[src/rtl/input_cond_pkg.sv]
// rtl/input_cond_pkg.sv - shared types and default parameters for the input conditioner
// Purpose: output-mode encoding and default channel/width constants used by
//          input_conditioner and input_cond_ch.
package input_cond_pkg;

    typedef enum logic [1:0] {
        MODE_LEVEL  = 2'b00,
        MODE_RISE   = 2'b01,
        MODE_FALL   = 2'b10,
        MODE_TOGGLE = 2'b11
    } mode_t;

    localparam int DEF_N_CH        = 8;
    localparam int DEF_SYNC_STAGES = 2;
    localparam int DEF_DB_WIDTH    = 4;
    localparam int DEF_CNT_WIDTH   = 8;

endpackage

[src/rtl/input_cond_ch.sv]
// rtl/input_cond_ch.sv - one conditioned input channel
// Purpose: synchroniser, polarity, debounce, edge detect, toggle latch and
//          saturating rise counter for a single input bit.
// Ports:
//   clk, rst_n     clock, asynchronous active-low reset
//   ena_i          1 = debounce/edge/toggle logic runs
//   din_i          raw asynchronous input
//   invert_i       invert the synchronised input
//   prime_load_i   one-cycle pulse: load debounced level from current input
//   primed_i       prime finished, debounce may run
//   mode_i         output select
//   db_limit_i     debounce length
//   cnt_clr_i      synchronous counter clear
//   dout_o         selected output
//   rise_o         registered rise pulse
//   count_o        saturating rise count
module input_cond_ch
    import input_cond_pkg::*;
#(
    parameter int SYNC_STAGES = DEF_SYNC_STAGES,
    parameter int DB_WIDTH    = DEF_DB_WIDTH,
    parameter int CNT_WIDTH   = DEF_CNT_WIDTH
) (
    input  logic                 clk,
    input  logic                 rst_n,
    input  logic                 ena_i,
    input  logic                 din_i,
    input  logic                 invert_i,
    input  logic                 prime_load_i,
    input  logic                 primed_i,
    input  mode_t                mode_i,
    input  logic [DB_WIDTH-1:0]  db_limit_i,
    input  logic                 cnt_clr_i,
    output logic                 dout_o,
    output logic                 rise_o,
    output logic [CNT_WIDTH-1:0] count_o
);

    logic [SYNC_STAGES-1:0] sync_q, sync_d;
    logic                   db_q, db_d;
    logic [DB_WIDTH-1:0]    db_cnt_q, db_cnt_d;
    logic                   rise_q, rise_d;
    logic                   fall_q, fall_d;
    logic                   tgl_q, tgl_d;
    logic [CNT_WIDTH-1:0]   cnt_q, cnt_d;
    logic                   s;

    assign sync_d = {sync_q[SYNC_STAGES-2:0], din_i};
    assign s      = sync_q[SYNC_STAGES-1] ^ invert_i;

    always_comb begin
        db_d     = db_q;
        db_cnt_d = db_cnt_q;
        rise_d   = 1'b0;
        fall_d   = 1'b0;
        cnt_d    = cnt_q;

        if (prime_load_i) begin
            // Initial level is adopted silently: no edge, toggle or count.
            db_d     = s;
            db_cnt_d = '0;
        end else if (primed_i && ena_i) begin
            if (s == db_q) begin
                db_cnt_d = '0;
            end else if (db_cnt_q >= db_limit_i) begin
                // >= rather than == so a limit lowered mid-count cannot
                // leave the counter stranded above it.
                db_d     = s;
                db_cnt_d = '0;
                rise_d   = s;
                fall_d   = ~s;
            end else begin
                db_cnt_d = db_cnt_q + DB_WIDTH'(1);
            end
        end

        tgl_d = tgl_q ^ rise_d;

        if (cnt_clr_i) begin
            cnt_d = '0;
        end else if (rise_d && (cnt_q != {CNT_WIDTH{1'b1}})) begin
            cnt_d = cnt_q + CNT_WIDTH'(1);
        end
    end

    always_ff @(posedge clk or negedge rst_n) begin
        if (!rst_n) begin
            sync_q   <= '0;
            db_q     <= 1'b0;
            db_cnt_q <= '0;
            rise_q   <= 1'b0;
            fall_q   <= 1'b0;
            tgl_q    <= 1'b0;
            cnt_q    <= '0;
        end else begin
            sync_q   <= sync_d;
            db_q     <= db_d;
            db_cnt_q <= db_cnt_d;
            rise_q   <= rise_d;
            fall_q   <= fall_d;
            tgl_q    <= tgl_d;
            cnt_q    <= cnt_d;
        end
    end

    always_comb begin
        dout_o = db_q;
        unique case (mode_i)
            MODE_LEVEL:  dout_o = db_q;
            MODE_RISE:   dout_o = rise_q;
            MODE_FALL:   dout_o = fall_q;
            MODE_TOGGLE: dout_o = tgl_q;
            default:     dout_o = db_q;
        endcase
    end

    assign rise_o  = rise_q;
    assign count_o = cnt_q;

endmodule

[src/rtl/input_conditioner.sv]
// rtl/input_conditioner.sv - multi-channel input conditioner top
// Purpose: N_CH conditioned channels with a shared prime counter, an OR of
//          rise pulses and a per-channel event-count readout mux.
// Ports:
//   clk, rst_n    clock, asynchronous active-low reset
//   ena           1 = run, 0 = freeze conditioning state
//   din           raw asynchronous inputs
//   invert_mask   per-channel polarity inversion
//   mode          output select for all channels
//   db_limit      debounce length in cycles
//   cnt_clr       synchronous clear of all counters
//   ch_sel        channel shown on evt_count
//   dout          conditioned outputs
//   any_evt       OR of all rise pulses
//   evt_count     event count of channel ch_sel (0 if out of range)
module input_conditioner
    import input_cond_pkg::*;
#(
    parameter int N_CH        = DEF_N_CH,
    parameter int SYNC_STAGES = DEF_SYNC_STAGES,
    parameter int DB_WIDTH    = DEF_DB_WIDTH,
    parameter int CNT_WIDTH   = DEF_CNT_WIDTH
) (
    input  logic                    clk,
    input  logic                    rst_n,
    input  logic                    ena,
    input  logic [N_CH-1:0]         din,
    input  logic [N_CH-1:0]         invert_mask,
    input  logic [1:0]              mode,
    input  logic [DB_WIDTH-1:0]     db_limit,
    input  logic                    cnt_clr,
    input  logic [$clog2(N_CH)-1:0] ch_sel,
    output logic [N_CH-1:0]         dout,
    output logic                    any_evt,
    output logic [CNT_WIDTH-1:0]    evt_count
);

    localparam int PRIME_W = $clog2(SYNC_STAGES + 1);
    localparam int SEL_W   = $clog2(N_CH);

    logic [PRIME_W-1:0] prime_cnt_q, prime_cnt_d;
    logic               primed_q, primed_d;
    logic               prime_load;

    logic [N_CH-1:0]      rise_vec;
    logic [CNT_WIDTH-1:0] cnt_arr [N_CH];
    mode_t                mode_sel;

    assign mode_sel = mode_t'(mode);

    // Once SYNC_STAGES cycles have passed the synchronisers hold real input
    // data, so that cycle's value seeds every debounced level.
    assign prime_load = !primed_q && (prime_cnt_q == PRIME_W'(SYNC_STAGES));

    always_comb begin
        prime_cnt_d = prime_cnt_q;
        primed_d    = primed_q;
        if (!primed_q) begin
            if (prime_load) begin
                primed_d = 1'b1;
            end else begin
                prime_cnt_d = prime_cnt_q + PRIME_W'(1);
            end
        end
    end

    always_ff @(posedge clk or negedge rst_n) begin
        if (!rst_n) begin
            prime_cnt_q <= '0;
            primed_q    <= 1'b0;
        end else begin
            prime_cnt_q <= prime_cnt_d;
            primed_q    <= primed_d;
        end
    end

    for (genvar g = 0; g < N_CH; g++) begin : g_ch
        input_cond_ch #(
            .SYNC_STAGES (SYNC_STAGES),
            .DB_WIDTH    (DB_WIDTH),
            .CNT_WIDTH   (CNT_WIDTH)
        ) u_ch (
            .clk          (clk),
            .rst_n        (rst_n),
            .ena_i        (ena),
            .din_i        (din[g]),
            .invert_i     (invert_mask[g]),
            .prime_load_i (prime_load),
            .primed_i     (primed_q),
            .mode_i       (mode_sel),
            .db_limit_i   (db_limit),
            .cnt_clr_i    (cnt_clr),
            .dout_o       (dout[g]),
            .rise_o       (rise_vec[g]),
            .count_o      (cnt_arr[g])
        );
    end

    assign any_evt = |rise_vec;

    // Unmatched selects fall through to zero.
    always_comb begin
        evt_count = '0;
        for (int i = 0; i < N_CH; i++) begin
            if (ch_sel == SEL_W'(i)) begin
                evt_count = cnt_arr[i];
            end
        end
    end

endmodule

[config.mk]
export PLATFORM = sky130hd
export DESIGN_NAME = input_conditioner
export DESIGN_NICKNAME = d
export VERILOG_FILES = /design/src/rtl/input_cond_pkg.sv /design/src/rtl/input_cond_ch.sv /design/src/rtl/input_conditioner.sv
export SDC_FILE = /design/constraint.sdc
export NUM_CORES = 1
export LEC_CHECK = 0
export CAP_MARGIN = 5
export CORE_UTILIZATION = 50
export DETAILED_ROUTE_END_ITERATION = 10
export DONT_BUFFER_PORTS = 1
export PLACE_DENSITY = 0.68
export SLEW_MARGIN = 20
export SYNTH_ARGS = -nofsm -noshare
export SYNTH_HDL_FRONTEND = slang
export SYNTH_SLANG_ARGS = --single-unit
export TNS_END_PERCENT = 50
[constraint.sdc]
create_clock -name clk -period 2.1 [get_ports clk]
set_input_delay 0.42 -clock clk [delete_from_list [all_inputs] [get_ports clk]]
set_output_delay 0.42 -clock clk [all_outputs]
set_load 0.005 [all_outputs]
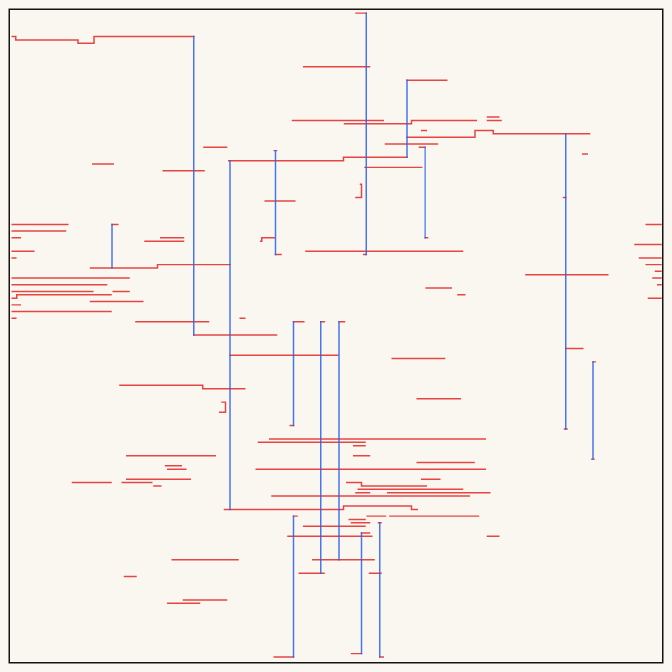
run_1/metal_stack.png
Two of the layers only.
met4: drawn in blue, wire length 524 µm. met3: drawn in red, wire length 1,070 µm.
All-Layer GR Usage: 0.2516
WL/cell: 18.48 µm
Post-Route WL: 21.39 mm
Via Count: 7,136

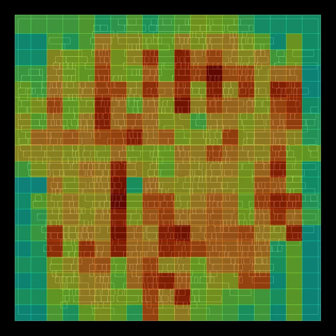
run_1/final_congestion.png
met3 Use GR: 0.04537
Final Util: 0.6160
met1 Track Usage GR: 0.3286

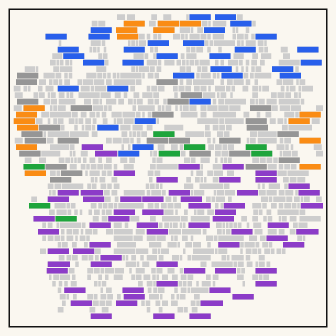
run_1/registers.png
Other sequential cells in the stronger grey, the rest of the logic in the fainter grey.
`g_ch.u_ch.db_cnt_q`: drawn in blue, placed flops 32. `g_ch.u_ch.count_o`: drawn in purple, placed flops 64. `g_ch.u_ch.rise_o`: drawn in green, placed flops 8. `g_ch.u_ch.sync_q`: drawn in orange, placed flops 16.

==> changes_impl.md, run 1 <==
### Metrics

* Std cell rows at 47
* Reg2Reg Depth at 8
* Syn Area/Cell at 9.835 µm²
* Tool warning count at 33
* Clock Path Buffers at 2
* Delay-heaviest family, CP: multiplexers
* Slew headroom at 0.5074
* DR vias/cell at 6.168
* Die Y at 132.2 µm
* Post-synthesis cell count at 862
* Area share of fa/ha/maj cells after synthesis at 0.07231
* Failing checks: negative hold slack, negative setup slack
* CP cell instances: mux4_2 > mux2_4
* CTS tree: done
* Crit end category: output port
* RD Place Congestion at 0.8410
* RSZ-0062 raised after global routing: yes
* HPWL after DPL at 14.59 mm
* Core area at 16,580 µm²
* Fillers at 1,334
* Max Slew Vio Count at 0
* Worst path max stage delay at 0.50 ns
* CP Buf/Inv Count at 0
* Cycle use final at 1.001
* Clock Latency Late Sink at 0.44 ns
* Startpoint types: register
* Crit. path cell count at 2
* Max Fclk at 0.4756 GHz
* Hold slack at -0.3179 ns
* Clock power share at 0.336
* Chip Area, Yosys at 8478 µm²
* Residual DRC count at 0
* CP Max Fanout at 5
* Maximum VDD drop at 0.0006308 V
* Cell area after synthesis at 8478 µm²
* Clock Sinks at 147
* Top non-seq family: simple AND/OR/NAND/NOR gates
* Antenna violations before repair at 0
* Largest net degree at the start of global routing at 148
* Initial Util at 0.5112
* Die Width at 132.2 µm
* Top cells by area: dfrtp_1 (43%), ha_1 (7.2%), a21oi_1 (4.1%), mux4_2 (3.7%), o21ai_0 (3.4%)
* M2 GR Usage at 0.4124
* Fin. Hold Viols at 147
* Largest area contributor in the netlist: dfrtp_1
* I/O pin count at 46
* Asr flop ratio synth at 1.000
* Yosys cell count at 862
* Distinct cell type count after synthesis at 49
* Antenna Cells at 0
* Top cell excl fill/tap: dfrtp_1
* Nets at 1,002
* Global route overflow at 0
* Design area at 10,220 µm²
* Reg2reg start: g_ch[5].u_ch.db_cnt_q[0]$_DFFE_PN0P_
* Simple-Gate Area Share at 0.1923
* Internal Power at 6.430 mW
* Post-Route Skew at 0.008043 ns
* Post-layout min period at 2.102 ns
* Status: complete, but fails checks
* Worst endpoint data arrival time at 1.68 ns
* Yosys top cell by instances: dfrtp_1
* Final Worst Setup Slack at -0.002410 ns
* Crit Reg-Reg Endpoint: g_ch[5].u_ch.db_cnt_q[2]$_DFFE_PN0P_
* Top cells excl fill/tap: dfrtp_1 (140), buf_4 (82), a21oi_1 (63), nand2_1 (56), o21ai_0 (50)
* Static leakage at 4.344 nW
* XOR/XNOR Area Share at 0.02996
* Final antenna-violating net count at 0
* Pwr per Cell Area at 907.3 nW/µm²
* R2R Setup Slk at -0.002 ns
* Switching share of power at 0.3062
* Synth flops at 147
* Critical path's slowest cell: mux4_2
* Aoi share at 0.1563
* Min-delay worst type: primary input to asynchronous set/reset pin
* Vias in the first global route at 7,088
* Final number of setup-violating endpoints at 2
* Num CTS Buffers at 17
* Syn-to-layout area delta at 20.50%
* Net Count, Synth at 940
* Max Cap Violations at 0
* Post-synth EDFFs at 0
* Critical Path RT at 1.68 ns
[run 1: worst register-to-register path, cell delays in order (launching register included)]
cell      delay (ns)
dfrtp_1         0.39
inv_2           0.09
ha_4            0.19
nand2b_4        0.13
a2111o_1        0.42
a221o_1         0.36
buf_4           0.15
nor4b_2         0.20
a21o_1          0.12
[run 1: flip-flops by register name (all words and copies together), names as in the netlist]
name                count
g_ch.u_ch.db_q          8
g_ch.u_ch.tgl_q         8
g_ch.u_ch.fall_q        8
g_ch.u_ch.count_o      64
primed_q                1
g_ch.u_ch.db_cnt_q     32
prime_cnt_q             2
g_ch.u_ch.sync_q       16
g_ch.u_ch.rise_o        8
[run 1: routing by layer]
metal / up-vias / share of wire
met5: - / 0
met4: 0 / 0.025
met3: 35 / 0.050
met2: 190 / 0.49
li1: 3331 / -
met1: 3580 / 0.43
[run 1: power by group through the flow]
stage | Clock [mW] | Combinational [mW] | Sequential (mW)
2_1_floorplan | 0 | 1.58 | 3.55
3_3_place_gp | 0 | 2.10 | 3.60
3_5_place_dp | 0 | 2.22 | 3.63
4_1_cts | 3.17 | 2.27 | 3.58
5_1_grt | 3.26 | 2.86 | 3.63
6_report | 3.11 | 2.58 | 3.57
[run 1: repair_timing]
| item | CTS | global route |
|---|---|---|
| pin swaps | 1 | 19 |
| setup endpoints to repair | 21 | 52 |
| resized | 10 | 47 |
| hold endpoints to repair | 155 | 147 |
| buffers inserted | 4 | 14 |
[run 1: cell type report]
type / count / area [µm²] / area share
Clock buffer: 21 / 480.5 / 0.04703
Sequential cell: 147 / 3687 / 0.3609
Tap cell: 220 / 275.3 / 0.02694
Timing Repair Buffer: 94 / 775.7 / 0.07593
Inverter: 35 / 135.1 / 0.01323
Multi-Input combinational cell: 629 / 4737 / 0.4637
Clock inverter: 11 / 125.1 / 0.01225
[run 1: worst max path at each step]
stage / slack, ns / to / start
after floorplan: -0.07 / g_ch[7].u_ch.count_o[5]$_DFFE_PN0P_ / db_limit[2]
after global placement: -0.24 / g_ch[7].u_ch.count_o[3]$_DFFE_PN0P_ / db_limit[2]
after detailed placement: -0.31 / g_ch[7].u_ch.count_o[4]$_DFFE_PN0P_ / db_limit[2]
after CTS: -0.03 / evt_count[4] / g_ch[3].u_ch.count_o[4]$_DFFE_PN0P_
after global routing: -0.09 / g_ch[7].u_ch.db_q$_DFFE_PN0P_ / g_ch[7].u_ch.db_cnt_q[0]$_DFFE_PN0P_
final: -0.002 / evt_count[7] / g_ch[3].u_ch.count_o[7]$_DFFE_PN0P_
[run 1: per-stage QoR]
| step | worst slack [ns] | total power, mW | TNS (ns) | instances |
|---|---|---|---|---|
| 2_1_floorplan | -0.06514 | 5.130 | -0.5381 | 862 |
| 3_3_place_gp | -0.2436 | 5.700 | -7.050 | 1099 |
| 3_5_place_dp | -0.3129 | 5.855 | -11.66 | 1099 |
| 4_1_cts | -0.03139 | 9.019 | -0.07638 | 1143 |
| 5_1_grt | -0.08861 | 9.753 | -0.6568 | 1157 |
| 6_report | -0.002410 | 9.269 | -0.004294 | 1157 |
run_1/pins.png
Pins as bars across the die edge, other pins in grey.
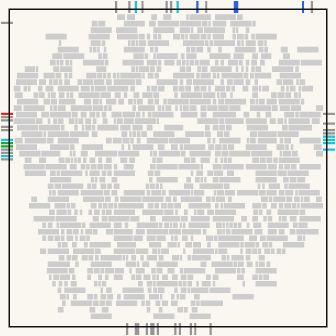

## Run 2: what changed since run 1
--- a/config.mk
+++ b/config.mk
@@ -9,7 +9,7 @@
 export CORE_UTILIZATION = 50
 export DETAILED_ROUTE_END_ITERATION = 10
 export DONT_BUFFER_PORTS = 1
-export PLACE_DENSITY = 0.68
+export PLACE_DENSITY = 0.7
 export SLEW_MARGIN = 20
 export SYNTH_ARGS = -nofsm -noshare
 export SYNTH_HDL_FRONTEND = slang
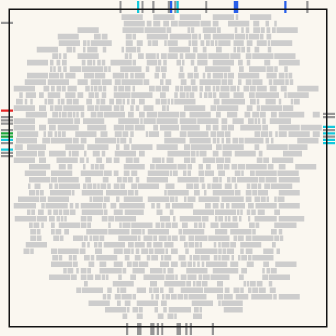
run_2/pins.png
Pins as bars across the die edge, other pins in grey.
`dout`: drawn in cyan, pins 8, direction output, edge 4 right, 2 top, 2 left. `db_limit`: drawn in blue, pins 4, direction input, edge top. `mode`: drawn in green, pins 2, direction input, edge left. `ena`: drawn in red, pins 1, direction input, edge left.
All pins by edge: 13 left, 13 top, 12 bottom, 8 right.
Die Y: 132.2 µm
IO Port Bufs: 0
Die Width: 132.2 µm

==> run 2 against run 1 <==
Against the previous run: the run still ends with negative hold slack, negative setup slack left; sequential power is essentially flat; register-to-register slack hardly changed; first-iteration DRC count rose by 5.0%; critical path type unchanged.
==> changes_impl.md, run 2 <==
### Metrics

* Clock Sinks at 147
* Pwr per Cell Area at 930.5 nW/µm²
* Core area at 16,580 µm²
* Cycle use final at 1.006
* Tool warning count at 33
* Chip Area, Yosys at 8478 µm²
* Fin. Hold Viols at 147
* Kind of critical path: register to output port
* Post-layout min period at 2.112 ns
* First-pass GRT wire length at 33.54 mm
* Post-Route WL at 20.25 mm
* Std cell rows at 47
* Net Count, Synth at 940
* I/O pin count at 46
* Ys flop type: dfrtp_1
* Startpoint types: register
* WL/cell at 17.40 µm
* Post-route insts no fill at 1,164
* Initial DRC count at 547
* Crit end category: output port
* DR vias/cell at 5.954
* Nets at 1,009
* Worst setup path start: g_ch[0].u_ch.count_o[1]$_DFFE_PN0P_
* Max Slew Vio Count at 0
* Syn Area/Cell at 9.835 µm²
* RD Place Congestion at 0.8414
* Residual DRC count at 0
* Cells after DPL at 1,114
* Setup crit end: evt_count[1]
* Least-Margin Pin Slew at 0.7521 ns
* Clock Path Buffers at 2
* Vias in the first global route at 6,645
* Largest area contributor in the netlist: dfrtp_1
* Synth Warn # at 0
* Maximum VDD drop at 0.0006959 V
* Clk slew on worst S/H paths at 0.06 ns
* Via Count at 6,930
* Top cell excl fill/tap: dfrtp_1
* Top cell area share at 0.4339
* Antenna violations before repair at 0
* Top cells by area: dfrtp_1 (43%), ha_1 (7.2%), a21oi_1 (4.1%), mux4_2 (3.7%), o21ai_0 (3.4%)
* Total power at 9.549 mW
* R2R Setup Slk at 0 ns
* Post-synthesis cell count at 862
* Critical Path RT at 1.68 ns
* CTS H-tree lvls at 4
* Chip area at 17,480 µm²
* Synth top cells by count: dfrtp_1 (147), a21oi_1 (69), nand2_1 (57), o21ai_0 (57), ha_1 (49)
* Status: complete, but fails checks
* Post-synth EDFFs at 0
* Post-Route Skew at 0.01113 ns
* Top cells excl fill/tap: dfrtp_1 (136), buf_4 (96), a21oi_1 (64), nand2_1 (56), o21ai_0 (52)
* Failing checks: negative hold slack, negative setup slack
* Slew headroom at 0.4968
* Clock Latency Late Sink at 0.43 ns
* Worst endpoint data arrival time at 1.69 ns
* Cell area after synthesis at 8478 µm²
* Crit Reg-Reg Endpoint: g_ch[1].u_ch.count_o[4]$_DFFE_PN0P_
* Max Cap Violations at 0
* Layout cells sized above 1 at 0.2299
* Final Worst Setup Slack at -0.01168 ns
* Syn-to-layout area delta at 21.04%
* Yosys cell count at 862
* Hold slack at -0.3117 ns
* Post-synthesis sequential area ratio at 0.4339
* Final number of setup-violating endpoints at 2
* Reg2Reg Depth at 5
* Reg2reg start: primed_q$_DFF_PN0_
* Max Fclk at 0.4736 GHz
* Yosys top cell by instances: dfrtp_1
* Asr flop ratio synth at 1.000
* Num CTS Buffers at 17
* First-pass DRT Iterations at 5
* Antenna Cells at 0
* HPWL after DPL at 13.70 mm
* Min-delay worst type: primary input to asynchronous set/reset pin
* CP Max Fanout at 5
* Number of flip-flops in the largest register at 64
* Synth flops at 147
* Static leakage at 4.429 nW
* Global route overflow at 0
* CTS tree: done
* Distinct cell type count after synthesis at 49
* Clk Tree Root Cell: clkbuf_16
* Largest net degree at the start of global routing at 148
* All-Layer GR Usage at 0.2420
* RSZ-0062 raised after global routing: yes
* Initial Util at 0.5112
* Final antenna-violating net count at 0
## run 2: cell types whose count changed in the layout (fill, tap and decap cells not counted), sizes merged
| cell | before | now |
|---|---|---|
| inv | 35 | 34 |
| buf | 86 | 100 |
| clkinv | 3 | 5 |
| dlygate4sd3 | 8 | 1 |
| bufinv | 2 | 6 |
| clkinvlp | 6 | 1 |
## run 2: how the worst min path moves through the flow
stage	endpoint	slack (ns)	cells past startpoint
after global routing	g_ch[0].u_ch.db_cnt_q[2]$_DFFE_PN0P_	-0.33	0
after CTS	g_ch[0].u_ch.db_cnt_q[3]$_DFFE_PN0P_	-0.33	0
after floorplan	g_ch[0].u_ch.count_o[0]$_DFFE_PN0P_	0.12	0
after detailed placement	g_ch[0].u_ch.db_cnt_q[3]$_DFFE_PN0P_	0.13	0
final	g_ch[0].u_ch.db_cnt_q[3]$_DFFE_PN0P_	-0.31	0
after global placement	g_ch[0].u_ch.db_cnt_q[2]$_DFFE_PN0P_	0.13	0
## run 2: layout make-up
| type | count | area [µm²] |
|---|---|---|
| clock buffer | 21 | 460.4 |
| clock inverter | 11 | 205.2 |
| fill | 1359 | 6321 |
| inverter | 35 | 135.1 |
| multi-input combinational | 629 | 4683 |
| sequential | 147 | 3692 |
| tap | 220 | 275.3 |
| timing repair buffer | 101 | 810.8 |
## run 2: per-layer routing
metal	track usage	up-vias	share of wire
met3	0.05037	14	0.049
met5	0	-	0
met2	0.3871	137	0.49
met1	0.3383	3441	0.45
met4	0.05747	0	0.0082
li1	-	3338	-
## run 2: where the power goes
group	switching (mW)	internal (mW)
combinational	1.21	1.35
clock	1.17	2.28
sequential	0.331	3.21
## run 2: what timing repair did
action                                 CTS  global route
pin swaps                                0            13
resized                                 10            40
cloned                                   0             0
endpoints found under the hold margin  147           148
setup endpoints to repair               22            51
buffers inserted                         2            16
## run 2: logic make-up (layout without fill, tap and decap cells)
kind of cell	Yosys count	count (layout)	share of synthesized area
adders and majority gates	49	49	0.07231
buffers and inverters	86	168	0.04221
DFF	147	147	0.4339
and+or+nand+nor	296	296	0.1923
AOI/OAI and AO/OA	213	213	0.1563
muxes	42	42	0.07305
xor gates and xnor gates	29	29	0.02996
## run 2: worst max-delay path, cell delays in order (launching register included)
cell and delay [ns]:
dfrtp_2 0.43, mux2i_1 0.09, or3_1 0.33, o21ai_2 0.09, o22ai_2 0.10, o22ai_2 0.23
## run 2: through the flow
stage               setup TNS (ns)  hold slack (ns)  setup WS (ns)    util  cell area (µm²)
global placement            -7.842           0.1283        -0.2437  0.5582             9256
CTS                       -0.04578          -0.3275       -0.02416  0.6010             9966
global route               -0.6826          -0.3324       -0.06953  0.6188            10260
detailed placement          -11.16           0.1287        -0.2825  0.5582             9256
finish                    -0.01431          -0.3117       -0.01168  0.6188            10260
floorplan                  -0.5381           0.1244       -0.06514       -             8537
run_2/metal_stack.png
Two of the layers only.
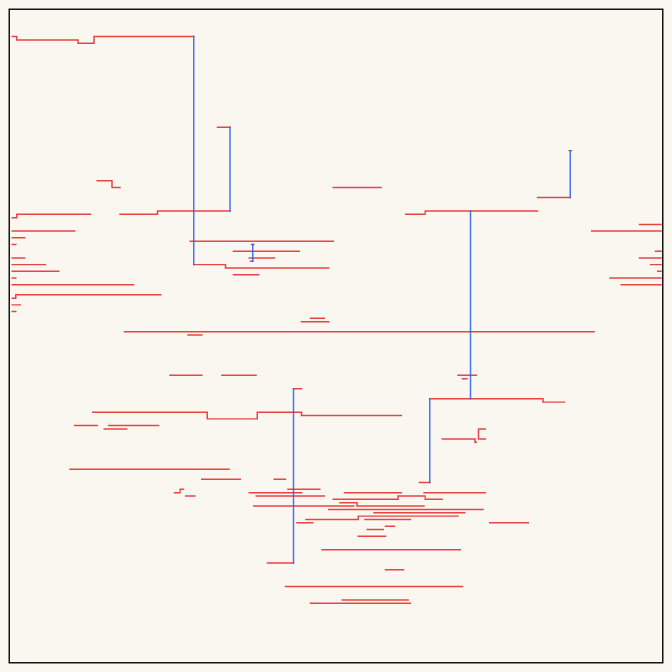

## Run 3: what changed since run 2
--- a/config.mk
+++ b/config.mk
@@ -6,10 +6,11 @@
 export NUM_CORES = 1
 export LEC_CHECK = 0
 export CAP_MARGIN = 5
-export CORE_UTILIZATION = 50
+export CORE_UTILIZATION = 54
+export CTS_BUF_LIST = sky130_fd_sc_hd__clkbuf_16
 export DETAILED_ROUTE_END_ITERATION = 10
 export DONT_BUFFER_PORTS = 1
-export PLACE_DENSITY = 0.7
+export PLACE_DENSITY = 0.74
 export SLEW_MARGIN = 20
 export SYNTH_ARGS = -nofsm -noshare
 export SYNTH_HDL_FRONTEND = slang
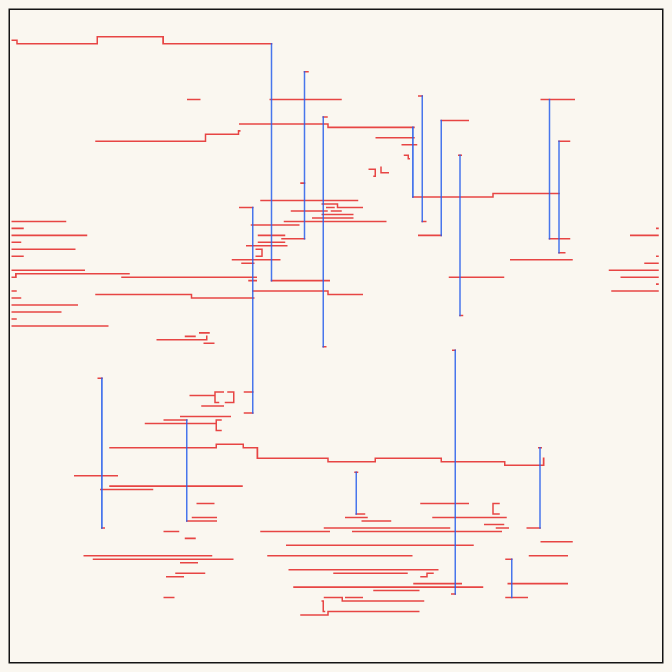
run_3/metal_stack.png
Two of the layers only.
met4: drawn in blue, wire length 433 µm. met3: drawn in red, wire length 1,250 µm.
Post-Route WL: 21.57 mm
WL/cell: 18.69 µm

==> run 3 against run 2 <==
Against the previous run: the flow finishes with violations (negative hold slack); area after synthesis did not move; sequential cell count did not move; sequential power rose by 2%; clock power fell by 13%; count of clock-buffer cells in the layout fell by 4; sequential share of layout area rose by 0.18 points; setup slack improved by 0.032 ns; clock skew fell by 0.0043 ns; global-route usage rose by 3.8 points; power fell by 4.6%; largest cell class unchanged.
==> changes_impl.md, run 3 <==
### Metrics

* RD Place Congestion at 0.8635
* Cells after DPL at 1,100
* Cycle use final at 0.9905
* Tool warning count at 33
* First-pass GRT wire length at 35.07 mm
* Max Cap Violations at 0
* Distinct cell type count after synthesis at 49
* Ys flop type: dfrtp_1
* HPWL after DPL at 14.83 mm
* Final Util at 0.6684
* Core area at 15,260 µm²
* Hold slack at -0.3146 ns
* Syn Area/Cell at 9.835 µm²
* Initial DRC count at 539
* Top cell excl fill/tap: dfrtp_1
* R2R Setup Slk at 0.03 ns
* Synth Warn # at 0
* Top cells excl fill/tap: dfrtp_1 (140), buf_4 (86), a21oi_1 (61), nand2_1 (56), o21ai_0 (53)
* Min-delay worst type: primary input to asynchronous set/reset pin
* Initial Util at 0.5556
* I/O pin count at 46
* Pwr per Cell Area at 893.0 nW/µm²
* Num CTS Buffers at 17
* Asr flop ratio synth at 1.000
* First-pass DRT Iterations at 5
* Largest net degree at the start of global routing at 148
* CTS tree: done
* Largest area contributor in the netlist: dfrtp_1
* Net Count, Synth at 940
* Post-synthesis cell count at 862
* Layout cells sized above 1 at 0.2206
* Post-layout min period at 2.080 ns
* Place WS at -0.3139 ns
* Chip Area, Yosys at 8478 µm²
* Crit end category: output port
* Post-route insts no fill at 1,154
* DR vias/cell at 6.288
* Top cells by area: dfrtp_1 (43%), ha_1 (7.2%), a21oi_1 (4.1%), mux4_2 (3.7%), o21ai_0 (3.4%)
* RSZ-0062 raised after global routing: yes
* Setup TNS at 0 ns
* Post-synthesis sequential area ratio at 0.4339
* Post-Route Skew at 0.006812 ns
* Yosys top cell by instances: dfrtp_1
* Failing checks: negative hold slack
* CP Max Fanout at 5
* Slew headroom at 0.4863
* Final Worst Setup Slack at 0.01988 ns
* Status: complete, but fails checks
* Final number of setup-violating endpoints at 0
* Number of flip-flops in the largest register at 64
* Residual DRC count at 0
* Max Slew Vio Count at 0
* Clock Path Buffers at 2
* Cell area after synthesis at 8478 µm²
* Total power at 9.107 mW
* Top cell area share at 0.4339
* Die Width at 127.3 µm
* Synth top cells by count: dfrtp_1 (147), a21oi_1 (69), nand2_1 (57), o21ai_0 (57), ha_1 (49)
* IO Port Bufs at 0
* Std cell rows at 45
* Fin. Hold Viols at 147
* Critical Path RT at 1.68 ns
* Via Count at 7,256
* Die Y at 127.3 µm
* Clock Latency Late Sink at 0.43 ns
* Antenna Cells at 0
* Static leakage at 4.375 nW
* Clock Sinks at 147
* Syn-to-layout area delta at 20.29%
* CTS H-tree lvls at 4
* Post-synth EDFFs at 0
* Least-Margin Pin Slew at 0.7676 ns
* Nets at 1,008
* Synth flops at 147
* Final antenna-violating net count at 0
* Clk slew on worst S/H paths at 0.06 ns
* Antenna violations before repair at 0
* Chip area at 16,210 µm²
* Global route overflow at 0
* Maximum VDD drop at 0.0007154 V
* Clk Tree Root Cell: clkbuf_16
* All-Layer GR Usage at 0.2797
* Vias in the first global route at 7,065
* Worst endpoint data arrival time at 1.66 ns
* Max Fclk at 0.4807 GHz
* Kind of critical path: register to output port
* Yosys cell count at 862
* Startpoint types: register
run 3: power by group:
part           leakage [nW]  internal, mW  total, mW  switching (mW)
sequential             1.95          3.21       3.60           0.386
combinational          2.14          1.29       2.50            1.21
clock                 0.293          1.83       3.01            1.18
run 3: cell type report:
| type | instances | area, µm² |
|---|---|---|
| fill | 1144 | 5060 |
| multi-input combinational | 629 | 4717 |
| sequential | 147 | 3687 |
| timing repair buffer | 100 | 819.5 |
| clock buffer | 17 | 425.4 |
| tap | 211 | 264.0 |
| clock inverter | 15 | 150.1 |
| inverter | 35 | 135.1 |
run 3: stage by stage:
step,hold slack [ns],area [µm²]
floorplan,0.1244,8537
global placement,0.1311,9195
detailed placement,0.1303,9195
CTS,-0.3300,9853
global route,-0.3392,10200
finish,-0.3146,10200
run 3: repair_timing:
action,4_1_cts,5_1_grt
gates resized,11,43
pin swaps,2,9
endpoints found under the hold margin,149,153
setup buffers,2,12
hold buffers,2,6
setup endpoints to repair,24,44
run 3: cell families (layout without fill, tap and decap cells):
kind of cell,Yosys count,in the layout,synth area share
simple gates,296,296,0.1923
flops,147,147,0.4339
fa+ha+maj,49,49,0.07231
buf+inv,86,167,0.04221
compound gates,213,213,0.1563
xor+xnor,29,29,0.02996
mux,42,42,0.07305
run 3: final timing paths:
kind | cells past startpoint | to | start
min in group clk | 1 | g_ch[5].u_ch.count_o[3]$_DFFE_PN0P_ | cnt_clr
max in group asynchronous | 0 | g_ch[3].u_ch.count_o[4]$_DFFE_PN0P_ | rst_n
hold / removal | 0 | g_ch[3].u_ch.count_o[6]$_DFFE_PN0P_ | rst_n
hold reg to reg | 0 | g_ch[1].u_ch.sync_q[1]$_DFF_PN0_ | g_ch[1].u_ch.sync_q[0]$_DFF_PN0_
setup / recovery | 2 | evt_count[5] | g_ch[3].u_ch.count_o[5]$_DFFE_PN0P_
setup reg to reg | 6 | g_ch[4].u_ch.count_o[7]$_DFFE_PN0P_ | g_ch[4].u_ch.count_o[0]$_DFFE_PN0P_
run 3: worst max-delay path, cell delays in order, from the launching register on:
cell	delay (ns)
dfrtp_1	0.43
mux4_2	0.51
mux2_2	0.29
run 3: layer usage:
layer | routed length [µm] | global-route usage | share of wire | vias up
met5 | 0 | 0 | 0 | -
met3 | 1252 | 0.06575 | 0.058 | 36
li1 | - | - | - | 3348
met1 | 9140 | 0.3607 | 0.42 | 3647
met2 | 10740 | 0.4609 | 0.50 | 225
met4 | 432 | 0.1029 | 0.020 | 0
No activity file was given, so power comes from the tool's default toggle rates.
